==> config.mk <==
export PLATFORM = sky130hd
export DESIGN_NAME = wb_register_file
export DESIGN_NICKNAME = d
export VERILOG_FILES = /design/src/rtl/wb_register_file_pkg.sv /design/src/rtl/wb_scoreboard.sv /design/src/rtl/wb_register_file.sv
export SDC_FILE = /design/constraint.sdc
export NUM_CORES = 1
export LEC_CHECK = 0
export CAP_MARGIN = 20
export CORE_AREA = 3 3 327 329
export CTS_BUF_LIST = sky130_fd_sc_hd__clkbuf_16
export DETAILED_ROUTE_END_ITERATION = 12
export DIE_AREA = 0 0 330 332
export SLEW_MARGIN = 20
export SYNTH_ARGS = -nofsm -noshare
export SYNTH_HDL_FRONTEND = slang
export SYNTH_SLANG_ARGS = --single-unit
==> constraint.sdc <==
create_clock -name clock -period 6.65 [get_ports clock]
set_clock_uncertainty 0.05 [all_clocks]
set_input_delay 0.9975 -clock clock [delete_from_list [all_inputs] [get_ports clock]]
set_output_delay 0.9975 -clock clock [all_outputs]
set_load 0.01 [all_outputs]
met1.png
Supply wires on this layer in grey.
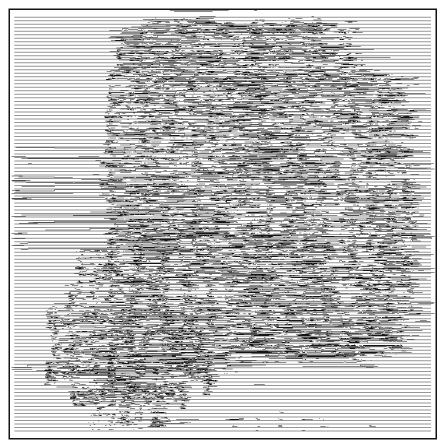
3006 nets have wire on it. The layer carries 51.4 mm of wire. The longest straight run is 87.9 µm. The wires run mostly horizontal.
final wirelength: 148900 µm
via count: 29324
GR met1 Demand/Resource: 31.92%

met2.png
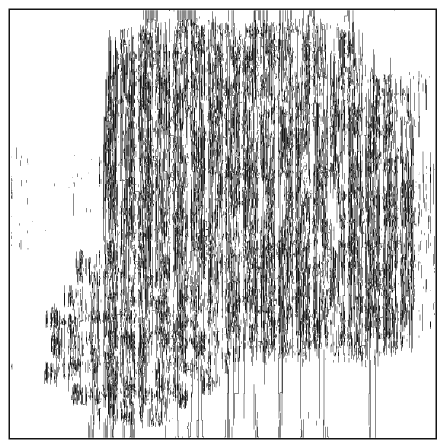
The wires run mostly vertical. The layer carries 72.2 mm of wire. 2798 nets have wire on it. The layer holds 49% of the routed length.
met2 Use GR: 44.40%

met3.png
The bar under the picture is 100 µm long.
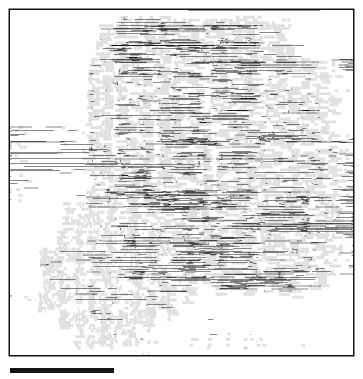
The wires run mostly horizontal. The layer holds 11% of the routed length. The layer carries 17000 µm of wire.
GRT met3 Usage: 7.073%

==> out/metrics.csv <==
metric,value,unit
relative slew slack,29.63,%
worst slew pin tran,1.056,ns
global-route total usage across every layer,26.63,%
clock slew at reported path FFs,0.06,ns
WP data arrival,5.40,ns
Worst R2R Setup Slack,1.64,ns
H-tree depth,2,
Synth Instances,2813,
Top Usage Layer GRT,met2,
Starting DRT DRC Count,3814,
Post-layout nets,3148,
Core ar.,103800,µm²
Crit. End Element,output port,
HPWL Detailed,86410,µm
Slowest cell on crit path,clkdlybuf4s50_1,
setup violators final,0,
run status,"complete, no violations",
Synth top cells by count,"a22o_1 (512), edfxtp_1 (512), mux4_2 (482)",
sequential area share after synthesis,40.63,%
port bufs,195,
FMAX,0.1551,GHz
grt total ovfl,0,
Post-synth ARST share,0,%
Final Hold Fails,0,
drt drc,0,
Max VDD drop,0.1707,mV
P_leak,16.08,nW
CTS buffer count,61,
RSZ-0062 raised after global routing,no,
Pre-antenna DRT Iters,6,
Hold Path Class,reg2reg,
mean number of vias per cell,6.897,
CP peak stage delay,0.57,ns
Die H,332,µm
ANT nets after route,0,
Post-CTS Setup Repair Bufs,0,
Power Total,9.721,mW
"top cells, area","edfxtp_1 (39%), mux4_2 (28%), a22o_1 (11%), ha_1 (6.1%), fa_1 (2.4%)",
DIE WIDTH,330,µm
Commonest flop,edfxtp_1,
clock period minus worst slack,6.447,ns
Crit path required time,5.60,ns
CTS tree,done,
Initial Util,37.98,%
FP Rows,118,
vias in the first global route,30216,
Max Root-Sink Buffers,3,
YS warnings,0,
crit path kind,in2out,
first-pass GRT wire length,210800,µm
synthesized area per cell,14.01,µm²
Crit path depth,15,
post-synth cell types,42,
Hold Buf Count CTS,0,
yosys cell count,2813,
Buf/Inv on CP,5,
post-layout util,43.09,%
Latency at later pin,0.65,ns
Sink Count,544,
worst path cell trace,clkdlybuf4s50_1 > buf_4 > nand3b_1 > buf_4 > nor3_1 > ha_1 > ha_1 > fa_1 > ha_1 > a211oi_1 > o22ai_1 > or4_1 > buf_4 > nor2_1 > clkdlybuf4s50_1,
fraction of layout cells with a size suffix above 1,25.79,%
Routed WL per cell,35.02,µm
Worst path top cell family by delay,buffers and inverters,
clock root buffer,clkbuf_16,
ys flops,544,
final period utilization,96.95,%
Ports,198,
max-slew violation count,0,
worst hold path depth,4,
CP Max Fanout,12,
number of flops mapped to enable cells by yosys,512,
area added between synthesis and finish,13.45,%
largest net degree at the start of global routing,82,
DIE AREA,109600,µm²
cell area power density,217.4,nW/µm²
area by class of cell:
type,count,area [µm²]
Antenna cell,10,25.02
Sequential cell,544,16020
Clock inverter,55,496.7
Tap cell,1380,1727
Clock buffer,61,1526
Timing Repair Buffer,289,2700
Fill cell,9159,59070
Inverter,257,964.7
Multi-Input combinational cell,1656,21270
through the flow:
step	cell area [µm²]	hold WS, ns	TNS [ns]	std cells	setup slack (ns)
6_report	44720	0.8263	0	4252	0.2029
4_1_cts	44690	0.8280	0	4242	0.2461
3_3_place_gp	42660	0.7770	-0.02176	4126	-0.01132
2_1_floorplan	39420	0.7459	0	2813	0.7672
5_1_grt	44710	0.8962	0	4245	0.01244
3_5_place_dp	42660	0.8187	-1.473	4126	-0.1489
power by group:
part	switching [mW]	internal, mW
clock	1.51	1.95
combinational	1.07	1.01
sequential	0.183	4.01
total	2.76	6.96
cell families (layout without fill, tap and decap cells):
group           after synthesis  count (layout)  share of synthesized area, %
compound gates              669             669                         13.86
buf+inv                     613             662                         6.034
flops                       544             544                         40.63
mux                         483             483                         27.57
simple gates                265             265                         3.415
fa+ha+maj                   239             239                         8.500
other cells                   0              10                             0
repair_timing:
item                                    CTS  global route
endpoints found under the setup margin    0             1
hold endpoints to repair                  0             0
gates resized                             0             2
cell usage in the layout, fill, tap and decap left out, types with 30 or more instances in the layout:
cell             instances
clkbuf_16               61
nand2_1                 30
a211oi_1                35
inv_1                  266
buf_4                   92
edfxtp_1               512
clkdlybuf4s50_1        183
nor2_1                  50
mux4_2                 482
a22o_1                 512
nor3_1                  54
fa_1                    48
o21ai_0                 65
dfxtp_1                 32
ha_1                   191
routing by layer:
metal	wire, µm	vias to the layer above
li1	-	11511
met1	51370	15222
met2	72230	2066
met3	17020	503
met4	8117	22
met5	157	-
Power figures rest on the tool's default switching activity, not on a simulated workload.
